**src/rtl/riscv_mem_pkg.sv**
```systemverilog
// Shared constants, types and helpers for the MEM-stage load/store unit.
package riscv_mem_pkg;

    localparam int unsigned XLEN = 32;
    localparam int unsigned BE_W = XLEN / 8;

    localparam logic [2:0] F3_B  = 3'b000;
    localparam logic [2:0] F3_H  = 3'b001;
    localparam logic [2:0] F3_W  = 3'b010;
    localparam logic [2:0] F3_BU = 3'b100;
    localparam logic [2:0] F3_HU = 3'b101;

    typedef enum logic [1:0] {
        IDLE = 2'd0,
        BUSY = 2'd1,
        DONE = 2'd2
    } lsu_state_e;

    typedef struct packed {
        logic            we;
        logic [XLEN-1:0] addr;
        logic [BE_W-1:0] be;
        logic [XLEN-1:0] wdata;
    } bus_req_t;

    // Any funct3 outside the defined load/store widths is handled as a word access.
    function automatic logic [2:0] norm_f3(input logic [2:0] f3);
        case (f3)
            F3_B, F3_H, F3_W, F3_BU, F3_HU: return f3;
            default:                        return F3_W;
        endcase
    endfunction

    function automatic logic is_misaligned(input logic [2:0] f3, input logic [1:0] off);
        case (f3)
            F3_B, F3_BU: return 1'b0;
            F3_H, F3_HU: return off[0];
            default:     return off != 2'b00;
        endcase
    endfunction

endpackage

```
**src/rtl/lsu_align.sv**
```systemverilog
// Byte-lane steering: store byte enables/replication and load extraction/extension.
module lsu_align
    import riscv_mem_pkg::*;
(
    input  logic [2:0]      funct3_i,
    input  logic [1:0]      off_i,
    input  logic [XLEN-1:0] st_data_i,
    input  logic [XLEN-1:0] ld_word_i,
    output logic [BE_W-1:0] be_c,
    output logic [XLEN-1:0] wdata_c,
    output logic [XLEN-1:0] ld_data_c
);

    logic [7:0]  byte_v;
    logic [15:0] half_v;

    always_comb begin
        be_c      = 4'b1111;
        wdata_c   = st_data_i;
        ld_data_c = ld_word_i;

        case (off_i)
            2'd0:    byte_v = ld_word_i[7:0];
            2'd1:    byte_v = ld_word_i[15:8];
            2'd2:    byte_v = ld_word_i[23:16];
            default: byte_v = ld_word_i[31:24];
        endcase
        half_v = off_i[1] ? ld_word_i[31:16] : ld_word_i[15:0];

        case (funct3_i)
            F3_B, F3_BU: begin
                be_c    = 4'b0001 << off_i;
                wdata_c = {4{st_data_i[7:0]}};
            end
            F3_H, F3_HU: begin
                be_c    = off_i[1] ? 4'b1100 : 4'b0011;
                wdata_c = {2{st_data_i[15:0]}};
            end
            default: ;
        endcase

        case (funct3_i)
            F3_B:    ld_data_c = {{24{byte_v[7]}}, byte_v};
            F3_BU:   ld_data_c = {24'd0, byte_v};
            F3_H:    ld_data_c = {{16{half_v[15]}}, half_v};
            F3_HU:   ld_data_c = {16'd0, half_v};
            default: ld_data_c = ld_word_i;
        endcase
    end

endmodule

```
**src/rtl/mem_lsu.sv**
```systemverilog
// MEM-stage load/store unit: one bus access per memory instruction, stalling the
// pipeline while it is outstanding, with an optional no-ack timeout.
module mem_lsu
    import riscv_mem_pkg::*;
#(
    parameter int unsigned TIMEOUT_CYCLES = 16
) (
    input  logic            i_clk,
    input  logic            i_rst_n,
    input  logic            mem_rd_i,
    input  logic            mem_wr_i,
    input  logic [2:0]      funct3_i,
    input  logic [XLEN-1:0] addr_i,
    input  logic [XLEN-1:0] st_data_i,
    output logic [XLEN-1:0] ld_data_o,
    output logic            stall_o,
    output logic            misalign_o,
    output logic            bus_err_o,
    output logic            bus_req_o,
    output logic            bus_we_o,
    output logic [XLEN-1:0] bus_addr_o,
    output logic [BE_W-1:0] bus_be_o,
    output logic [XLEN-1:0] bus_wdata_o,
    input  logic            bus_ack_i,
    input  logic [XLEN-1:0] bus_rdata_i
);

    localparam int unsigned CNT_W = (TIMEOUT_CYCLES > 1) ? $clog2(TIMEOUT_CYCLES) : 1;
    localparam bit          TO_EN = (TIMEOUT_CYCLES != 0);
    localparam logic [CNT_W-1:0] CNT_MAX = CNT_W'(TIMEOUT_CYCLES - 1);

    lsu_state_e      state_q, state_d;
    logic [CNT_W-1:0] cnt_q, cnt_d;
    bus_req_t        bus_q, bus_d;
    logic            req_q, req_d;
    logic [XLEN-1:0] ld_data_q, ld_data_d;
    logic            misalign_q, misalign_d;
    logic            err_q, err_d;
    logic [2:0]      f3_q, f3_d;
    logic [1:0]      off_q, off_d;
    logic            is_ld_q, is_ld_d;

    logic [2:0]      f3_n;
    logic [2:0]      al_f3;
    logic [1:0]      al_off;
    logic [BE_W-1:0] be_c;
    logic [XLEN-1:0] wdata_c;
    logic [XLEN-1:0] ld_ext_c;

    assign f3_n   = norm_f3(funct3_i);
    // Steering follows the live inputs when issuing, the latched access once in flight.
    assign al_f3  = (state_q == IDLE) ? f3_n : f3_q;
    assign al_off = (state_q == IDLE) ? addr_i[1:0] : off_q;

    lsu_align u_align (
        .funct3_i  (al_f3),
        .off_i     (al_off),
        .st_data_i (st_data_i),
        .ld_word_i (bus_rdata_i),
        .be_c      (be_c),
        .wdata_c   (wdata_c),
        .ld_data_c (ld_ext_c)
    );

    always_comb begin
        state_d    = state_q;
        cnt_d      = cnt_q;
        bus_d      = bus_q;
        req_d      = req_q;
        ld_data_d  = ld_data_q;
        misalign_d = 1'b0;
        err_d      = 1'b0;
        f3_d       = f3_q;
        off_d      = off_q;
        is_ld_d    = is_ld_q;
        stall_o    = 1'b0;

        case (state_q)
            IDLE: begin
                if (mem_rd_i || mem_wr_i) begin
                    if (is_misaligned(f3_n, addr_i[1:0])) begin
                        misalign_d = 1'b1;
                        ld_data_d  = '0;
                    end else begin
                        stall_o     = 1'b1;
                        req_d       = 1'b1;
                        bus_d.we    = mem_wr_i;
                        bus_d.addr  = {addr_i[XLEN-1:2], 2'b00};
                        bus_d.be    = be_c;
                        bus_d.wdata = wdata_c;
                        f3_d        = f3_n;
                        off_d       = addr_i[1:0];
                        is_ld_d     = mem_rd_i;
                        cnt_d       = '0;
                        state_d     = BUSY;
                    end
                end
            end
            BUSY: begin
                stall_o = 1'b1;
                if (bus_ack_i) begin
                    req_d   = 1'b0;
                    cnt_d   = '0;
                    state_d = DONE;
                    if (is_ld_q) begin
                        ld_data_d = ld_ext_c;
                    end
                end else if (TO_EN && (cnt_q == CNT_MAX)) begin
                    req_d     = 1'b0;
                    err_d     = 1'b1;
                    ld_data_d = '0;
                    cnt_d     = '0;
                    state_d   = DONE;
                end else if (TO_EN) begin
                    cnt_d = cnt_q + CNT_W'(1);
                end
            end
            DONE: state_d = IDLE;
            default: state_d = IDLE;
        endcase
    end

    always_ff @(posedge i_clk) begin
        if (!i_rst_n) begin
            state_q    <= IDLE;
            cnt_q      <= '0;
            bus_q      <= '0;
            req_q      <= 1'b0;
            ld_data_q  <= '0;
            misalign_q <= 1'b0;
            err_q      <= 1'b0;
            f3_q       <= '0;
            off_q      <= '0;
            is_ld_q    <= 1'b0;
        end else begin
            state_q    <= state_d;
            cnt_q      <= cnt_d;
            bus_q      <= bus_d;
            req_q      <= req_d;
            ld_data_q  <= ld_data_d;
            misalign_q <= misalign_d;
            err_q      <= err_d;
            f3_q       <= f3_d;
            off_q      <= off_d;
            is_ld_q    <= is_ld_d;
        end
    end

    assign ld_data_o   = ld_data_q;
    assign misalign_o  = misalign_q;
    assign bus_err_o   = err_q;
    assign bus_req_o   = req_q;
    assign bus_we_o    = bus_q.we;
    assign bus_addr_o  = bus_q.addr;
    assign bus_be_o    = bus_q.be;
    assign bus_wdata_o = bus_q.wdata;

endmodule
```
**config.mk**
```make
export PLATFORM = sky130hd
export DESIGN_NAME = mem_lsu
export DESIGN_NICKNAME = d
export VERILOG_FILES = /design/src/rtl/riscv_mem_pkg.sv /design/src/rtl/lsu_align.sv /design/src/rtl/mem_lsu.sv
export SDC_FILE = /design/constraint.sdc
export NUM_CORES = 1
export LEC_CHECK = 0
export CAP_MARGIN = 20
export CORE_ASPECT_RATIO = 1.25
export CORE_MARGIN = 2
export CORE_UTILIZATION = 43
export CTS_CLUSTER_SIZE = 8
export DETAILED_ROUTE_END_ITERATION = 7
export GPL_ROUTABILITY_DRIVEN = 0
export PLACE_DENSITY = 0.81
export SLEW_MARGIN = 15
export SYNTH_ARGS = -nofsm -noshare
export SYNTH_HDL_FRONTEND = slang
export SYNTH_SLANG_ARGS = --single-unit
```
**constraint.sdc**
```tcl
create_clock -name i_clk -period 2.7 [get_ports i_clk]
set_input_delay 0.27 -clock i_clk [delete_from_list [all_inputs] [get_ports i_clk]]
set_output_delay 0.27 -clock i_clk [all_outputs]
set_load 0.01 [all_outputs]
```
**Run 1: clock routing**

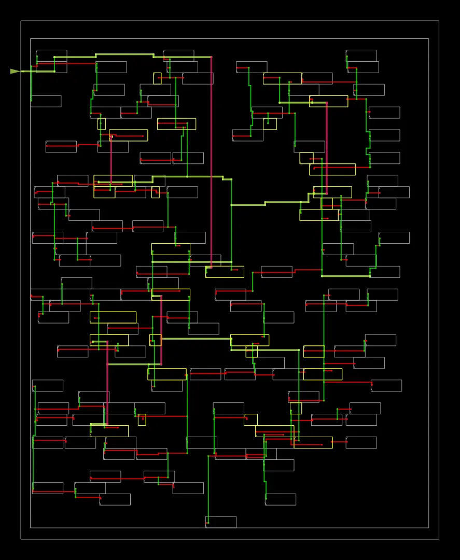
seq_cells: 114
Layout clock buffers: 19
Clock net power: 2.22 mW
worst-skew pair later-pin latency: 420 ps

**Run 1: M1 wires**

Drawn at 2 px/um. Supply wires on this layer in grey.
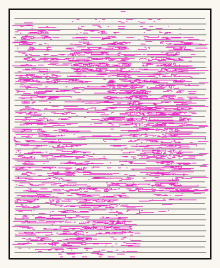
nets with wire on the layer: 763
share of all routed wire: 36%
main direction: horizontal
longest straight run: 27.1 um

**Run 1: the metal 3 layer**

Drawn at 4 px/um.
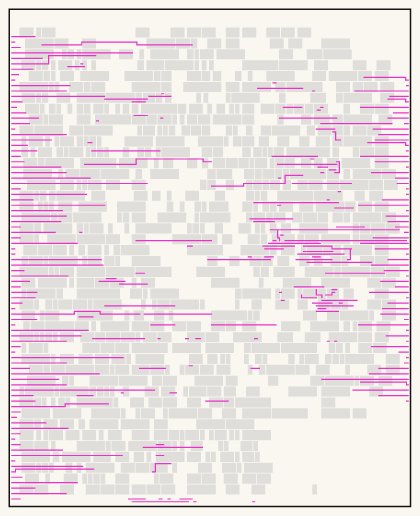
main direction: horizontal
longest straight run: 35.6 um
wire length on this layer: 1,960 um
share of all routed wire: 11%
nets with wire on the layer: 204
DR vias: 5,427
final wirelength: 17.3 mm
M3 GR Usage: 11.8%

==> ci_impl_report.md, run 1 <==
## Implementation flow summary

| Metric | Value |
|---|---|
| Antenna violations before repair | 0 |
| Largest delay contributor family on the critical path | buffers and inverters |
| Logic area | 2480 um^2 |
| Area leader, netlist | dfxtp_1 |
| Starting DRT DRC Count | 389 |
| Met1 Use GR | 30.4% |
| Wirelength per Cell | 18.7 um |
| Crit-path max FO | 16 |
| Worst Skew | 8.45 ps |
| Status | finished clean |
| DR pass1 iterations | 8 |
| Largest stage delay, worst path | 540 ps |
| Die Span Y | 124 um |
| Largest net degree at the start of global routing | 95 |
| Met3 WL | 1.96 mm |
| P&R area growth vs syn | 56.6% |
| Vias per inst | 5.87 |
| Share of post-route cells with drive strength above 1 | 10.3% |
| Slew Limit Headroom | 40.0% |
| Main flop type | dfxtp_1 |
| DRC viols | 0 |
| Synth Area per Inst | 8.56 um^2 |
| Final Setup Violations | 0 |
| Port buffer count | 206 |
| CTS max path bufs | 2 |
| Non-clk invs | 5 |
| Synthesized flop and latch total | 114 |
| P_leak | 2.91 nW |
| Die Width | 100 um |
| Maximum VDD drop | 0.000495 V |
| Critical Path End | stall_o |
| Grt met2 use | 46.1% |
| Type of element launching the critical path | register |
| Post-DP Area | 7150 um^2 |
| FF+latch area | 2280 um^2 |
| Dpl hpwl | 12.3 mm |
| Die Size | 12,400 um^2 |
| Cts bufs inserted | 17 |
| R2R depth | 5 |
| Repair and plain buffers | 223 |
==> run 1: metrics by stage <==
| step | instances | power (mW) | hold WS, ps | utilization [%] | worst slack [ps] |
|---|---|---|---|---|---|
| 5_1_grt | 925 | 5.31 | 411 | 69.6 | 8.04 |
| 6_report | 925 | 5.12 | 401 | 69.6 | 120 |
| 3_5_place_dp | 892 | 2.93 | 449 | 64.2 | 73.0 |
| 2_1_floorplan | 579 | 2.39 | 348 | - | 781 |
| 4_1_cts | 924 | 5.14 | 393 | 69.5 | 127 |
| 3_3_place_gp | 892 | 2.90 | 441 | 64.2 | 172 |
==> run 1: power by group <==
part           internal [mW]  switching (mW)
sequential              1.79          0.0724
combinational          0.512           0.527
clock                   1.40           0.814
total                   3.71            1.41
--- run 2 (diff from run 1) ---
--- a/config.mk
+++ b/config.mk
@@ -9,9 +9,12 @@
 export CORE_ASPECT_RATIO = 1.25
 export CORE_MARGIN = 2
 export CORE_UTILIZATION = 43
+export CTS_BUF_LIST = sky130_fd_sc_hd__clkbuf_8 sky130_fd_sc_hd__clkbuf_16
+export CTS_CLUSTER_DIAMETER = 80
 export CTS_CLUSTER_SIZE = 8
 export DETAILED_ROUTE_END_ITERATION = 7
 export GPL_ROUTABILITY_DRIVEN = 0
+export GPL_TIMING_DRIVEN = 0
 export PLACE_DENSITY = 0.81
 export SLEW_MARGIN = 15
 export SYNTH_ARGS = -nofsm -noshare
**Run 2: routed clock nets over the placement**

Drawn at 3 px/um.
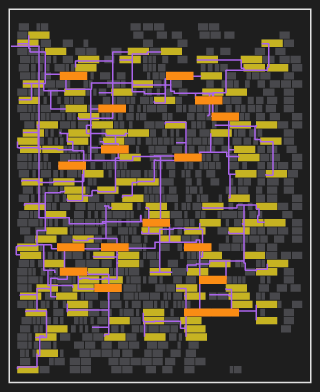
[clock-net drivers] orange | count: 17
[flip-flops] yellow | count: 114
[clock wires] purple | length: 1,520 um
routed clock nets: 18

**Run 2: M1 wires**

Drawn at 2 px/um. Supply wires on this layer in grey.
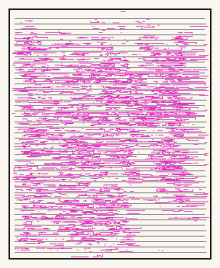
main direction: horizontal
nets with wire on the layer: 805

==> run 2 against run 1 <==
Wire length increased by 7.2%. Largest cell class unchanged. Clock power shrank 9.5%. Hold slack improved by 8.6 ps. Sequential power is essentially flat. Die size stayed put. Register-to-register slack gained 100 ps. Power shrank 3.5%. Non-clock buffer count increased by 27. Flip-flop count did not move.
==> ci_impl_report.md, run 2 <==
## Implementation flow summary

| Metric | Value |
|---|---|
| Status | finished clean (unchanged) |
| Combinational Power | 1.06 mW (was 1.04 mW) |
| Antenna violations before repair | 0 (unchanged) |
| Clock net power | 2.01 mW (was 2.22 mW) |
| Synth Area per Inst | 8.56 um^2 (unchanged) |
| Seq_cells | 114 (unchanged) |
| Grt met2 use | 53.1% (was 46.1%) |
| DRC viols | 0 (unchanged) |
| Seq area share | 29.6% (was 29.4%) |
| Starting Density | 44.4% (unchanged) |
| Nets | 909 (was 882) |
| Logic area | 2450 um^2 (was 2480 um^2) |
| Port buffer count | 206 (unchanged) |
| Vias per inst | 5.81 (was 5.87) |
| Pwr Total | 4.94 mW (was 5.12 mW) |
| Worst-skew pair later-pin latency | 410 ps (was 420 ps) |
| Top pwr grp | clock (unchanged) |
| Final wirelength | 18.6 mm (was 17.3 mm) |
| Non-clk invs | 5 (unchanged) |
| Met1 Use GR | 31.3% (was 30.4%) |
| Share of post-route cells with drive strength above 1 | 8.81% (was 10.3%) |
| Main flop type | dfxtp_1 (unchanged) |
| Sequential share of power | 37.7% (was 36.5%) |
| Maximum VDD drop | 0.000570 V (was 0.000495 V) |
| Post-Syn Instances | 578 (unchanged) |
| P_leak | 2.90 nW (was 2.91 nW) |
| CTS max path bufs | 2 (unchanged) |
| Starting DRT DRC Count | 415 (was 389) |
| Place WS | -99.8 ps (was 73.0 ps) |
| Repair and plain buffers | 250 (was 223) |
| Post-DP Area | 7180 um^2 (was 7150 um^2) |
| Synthesized flop and latch total | 114 (unchanged) |
| FF+latch area | 2280 um^2 (unchanged) |
| Sequential power | 1.86 mW (was 1.87 mW) |
| Dpl hpwl | 13.9 mm (was 12.3 mm) |
| Area leader, netlist | dfxtp_1 (unchanged) |
| Slew Limit Headroom | 36.0% (was 40.0%) |
| Die Size | 12,400 um^2 (unchanged) |
| Dpl cells | 920 (was 892) |
| Final Setup Violations | 0 (unchanged) |
| Met3 WL | 2.02 mm (was 1.96 mm) |
| Worst hold slack | 410 ps (was 401 ps) |
| Tap Cells | 135 (unchanged) |
| Crit-path max FO | 7 (was 16) |
| M3 GR Usage | 10.7% (was 11.8%) |
| DR vias | 5,528 (was 5,427) |
| Die Width | 100 um (unchanged) |
| Final Non-Filler Cells | 952 (was 925) |
| P&R area growth vs syn | 56.0% (was 56.6%) |
| Comb power frac | 21.6% (was 20.3%) |
| Final worst setup slack | 146 ps (was 120 ps) |
| CTS tree | built (unchanged) |
| NetSw | 1.42 mW (was 1.41 mW) |
| Proportion of power drawn by the clock network | 40.7% (was 43.3%) |
| Pint | 3.52 mW (was 3.71 mW) |
| Most frequent logic cell in the layout | clkdlybuf4s50_1 (unchanged) |
| Yosys Chip Area | 4950 um^2 (unchanged) |
| Count leader, synth | nand2_1 (unchanged) |
| Wirelength per Cell | 19.5 um (was 18.7 um) |
| Worst Skew | 9.80 ps (was 8.45 ps) |
-- run 2: cell counts after synthesis --
Identical to the previous run, type by type.
-- run 2: final timing paths --
check | startpoint | depth (start not counted) | slack (ps) | end
worst max-delay path | state_q[0] | 5 | 150 | stall_o
worst min-delay path | addr_i[9] | 3 | 410 | bus_addr_o[9]
worst max register to register | state_q[0] | 6 | 280 | ld_data_o[10]
worst min register to register | bus_addr_o[27] | 2 | 450 | bus_addr_o[27]
-- run 2: logic make-up after synthesis --
group	after synthesis
other	1
AOI/OAI and AO/OA	166
muxes	25
buffers and inverters	49
adders and majority gates	1
and+or+nand+nor	222
DFF	114
-- run 2: critical path, stage by stage, from the launching register on --
cell	delay, ps
dfxtp_1	360
nor2_2	410
o211a_1	350
nor2_1	120
inv_1	100
clkdlybuf4s50_1	540
--- run 3 (diff from run 2) ---
--- a/config.mk
+++ b/config.mk
@@ -5,18 +5,19 @@
 export SDC_FILE = /design/constraint.sdc
 export NUM_CORES = 1
 export LEC_CHECK = 0
-export CAP_MARGIN = 20
+export CAP_MARGIN = 25
 export CORE_ASPECT_RATIO = 1.25
 export CORE_MARGIN = 2
-export CORE_UTILIZATION = 43
+export CORE_UTILIZATION = 45
 export CTS_BUF_LIST = sky130_fd_sc_hd__clkbuf_8 sky130_fd_sc_hd__clkbuf_16
 export CTS_CLUSTER_DIAMETER = 80
 export CTS_CLUSTER_SIZE = 8
 export DETAILED_ROUTE_END_ITERATION = 7
 export GPL_ROUTABILITY_DRIVEN = 0
 export GPL_TIMING_DRIVEN = 0
-export PLACE_DENSITY = 0.81
+export PLACE_DENSITY = 0.8
 export SLEW_MARGIN = 15
 export SYNTH_ARGS = -nofsm -noshare
 export SYNTH_HDL_FRONTEND = slang
+export SYNTH_HIERARCHICAL = 1
 export SYNTH_SLANG_ARGS = --single-unit
**Run 3: M1 wires**

Drawn at 2 px/um. Supply wires on this layer in grey.
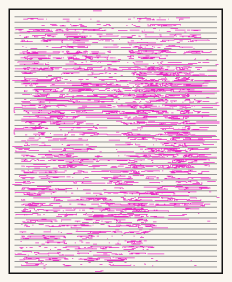
nets with wire on the layer: 890
longest straight run: 35.9 um

**Run 3: local utilization**

Drawn at 3 px/um. The die is cut into 11 by 13 equal tiles; white is low, dark blue is high, 0 to 100% covered.
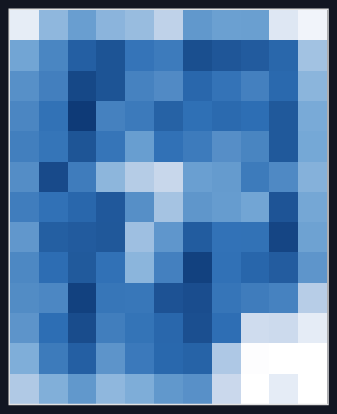
fullest tile: 96%
tiles over 75% full: 28%
nearly empty tiles: 3.5%
emptiest ninth of the die: bottom right

==> run 3 against run 2 <==
Flip-flop count did not move. Fmax shrank 0.96%. Largest cell class unchanged. Hold slack worse by 130 ps. Synthesized cell count grew 19%. Clock-buffer cell count stayed put. Utilization fell by 0.45 points. Non-clock buffer count is 23 higher. Cell count rose by 15%. Highest routed layer unchanged. Die size grew 12%.
==> ci_impl_report.md, run 3 <==
## Implementation flow summary

| Metric | Value |
|---|---|
| First-pass GRT wire length | 28.3 mm (was 28.7 mm) |
| Status | finished clean (unchanged) |
| Dpl hpwl | 13.2 mm (was 13.9 mm) |
| Switching share of power | 28.6% (was 28.7%) |
| Crit-path max FO | 10 (was 7) |
| Pwr Total | 5.29 mW (was 4.94 mW) |
| Slew Limit Headroom | 62.2% (was 36.0%) |
| DR pass1 iterations | 5 (was 6) |
| Worst-skew pair later-pin latency | 420 ps (was 410 ps) |
| CTS tree | built (unchanged) |
| Synthesized flop and latch total | 114 (unchanged) |
| Starting Density | 46.0% (was 44.4%) |
| Proportion of power drawn by the clock network | 41.6% (was 40.7%) |
| DRC viols | 0 (unchanged) |
| Wirelength per Cell | 16.0 um (was 19.5 um) |
| Clock net power | 2.20 mW (was 2.01 mW) |
| Largest net degree at the start of global routing | 17 (unchanged) |
| Final worst setup slack | 121 ps (was 146 ps) |
| H-Tree Depth | 4 (unchanged) |
| Pint | 3.78 mW (was 3.52 mW) |
| Reg2Reg Setup Slack | 350 ps (was 280 ps) |
| Top pwr grp | clock (unchanged) |
| Grt met2 use | 43.9% (was 53.1%) |
| Req. time, crit path | 2430 ps (about the same) |
| Post-Syn Instances | 688 (was 578) |
| P&R area growth vs syn | 49.6% (was 56.0%) |
| Routed wl met2 | 8.72 mm (was 9.20 mm) |
| Diode count | 0 (unchanged) |
| FF+latch area | 2280 um^2 (unchanged) |
| P_leak | 3.36 nW (was 2.90 nW) |
| Synth Area per Inst | 8.47 um^2 (was 8.56 um^2) |
| Post-synth top cells | nand2_1, dfxtp_1, a21boi_0 (was nand2_1, dfxtp_1, a21oi_1) |
| Place WS | -172 ps (was -99.8 ps) |
| Starting DRT DRC Count | 253 (was 415) |
| Comb power frac | 23.7% (was 21.6%) |
| Yosys Chip Area | 5830 um^2 (was 4950 um^2) |
| Vias per inst | 5.13 (was 5.81) |
| Yosys Instances | 688 (was 578) |
| Met1 Use GR | 29.7% (was 31.3%) |
| DR vias | 5,623 (was 5,528) |
| Sequential power | 1.83 mW (was 1.86 mW) |
| Worst Skew | 9.54 ps (was 9.80 ps) |
| Filler cells | 1,062 (was 867) |
| Top cell area share | 39.2% (was 46.1%) |
| Port buffer count | 205 (was 206) |
| Buf/Inv on CP | 3 (was 2) |
| Die Size | 13,900 um^2 (was 12,400 um^2) |
| Final Setup Violations | 0 (unchanged) |
| # IOs | 209 (unchanged) |
| Share of post-route cells with drive strength above 1 | 12.3% (was 8.81%) |
| Post-layout util | 68.9% (was 69.3%) |
| Nets | 1,020 (was 909) |
| CTS max path bufs | 2 (unchanged) |
| Cts bufs inserted | 17 (unchanged) |
| Area leader, netlist | dfxtp_1 (unchanged) |
| Sequential share of power | 34.6% (was 37.7%) |
| Logic area | 3140 um^2 (was 2450 um^2) |
| Count leader, synth | nand2_1 (unchanged) |
| Combinational Power | 1.25 mW (was 1.06 mW) |
| Antenna violations before repair | 0 (unchanged) |
| Slowest library cell on the worst path | clkdlybuf4s50_1 (unchanged) |
| Crit-path cells | nor2_4, o2111ai_2, buf_4, buf_2, nand2_1, clkdlybuf4s50_1 (was nor2_2, o211a_1, nor2_1, inv_1, clkdlybuf4s50_1) |
| OpenROAD warnings | 26 (unchanged) |
| Setup tns final | 0 ps (unchanged) |
| Die Width | 106 um (was 100 um) |
| Finished Cell Area | 8720 um^2 (was 7720 um^2) |
| Most frequent logic cell in the layout | nand2_1 (was clkdlybuf4s50_1) |
| Post-synth EDFFs | 0 (unchanged) |
| Largest delay contributor family on the critical path | buffers and inverters (unchanged) |
| Clk pin slew, worst setup/hold paths | 60 ps (about the same) |
| Final wirelength | 17.6 mm (was 18.6 mm) |
| Crit share post-route | 95.5% (was 94.6%) |
| Largest stage delay, worst path | 560 ps (was 540 ps) |
| Crit. End Element | output pin (unchanged) |
| Worst hold slack | 278 ps (was 410 ps) |
| Synth Seq Share | 39.2% (was 46.1%) |
| Die Span Y | 131 um (was 124 um) |
| Main flop type | dfxtp_1 (unchanged) |
| Met3 WL | 1.58 mm (was 2.02 mm) |
| Dpl cells | 1,062 (was 920) |
| Core area | 12,700 um^2 (was 11,100 um^2) |
| Post-DP Area | 8090 um^2 (was 7180 um^2) |
| Post-layout minimum cycle time | 2580 ps (was 2550 ps) |
| Detail Route Antenna Nets | 0 (unchanged) |
| M3 GR Usage | 9.72% (was 10.7%) |
| Type of element launching the critical path | register (unchanged) |
| Final Non-Filler Cells | 1,096 (was 952) |
| Maximum VDD drop | 0.000390 V (was 0.000570 V) |
| NetSw | 1.51 mW (was 1.42 mW) |
| Post-CTS sizing | 4 (was 0) |
## run 3: layout make-up
type	instances	share of cell area, %
clock buffers	20	5.35
well taps	168	2.41
multi-input cells	505	36.0
clock inverters	12	1.41
plain buffers	66	4.74
repair buffers	207	23.7
inverters	4	0.172
flip-flops and latches	114	26.2
## run 3: kinds of logic (layout without fill, tap and decap cells)
family,after synthesis,in the layout,synth area share (%)
simple gates,288,288,21.0
compound gates,144,144,19.2
flops,114,114,39.2
mux,70,70,13.0
buf+inv,70,309,7.30
fa+ha+maj,1,1,0.215
other cells,1,2,0.0644
## run 3: worst paths after layout
kind | startpoint | endpoint | cells past startpoint
setup reg to reg | state_q[0] | ld_data_o[19] | 10
hold reg to reg | bus_we_o | bus_we_o | 2
hold / removal | funct3_i[1] | f3_q[1] | 3
setup / recovery | state_q[0] | stall_o | 6
No activity file was given, so power comes from the tool's default toggle rates.
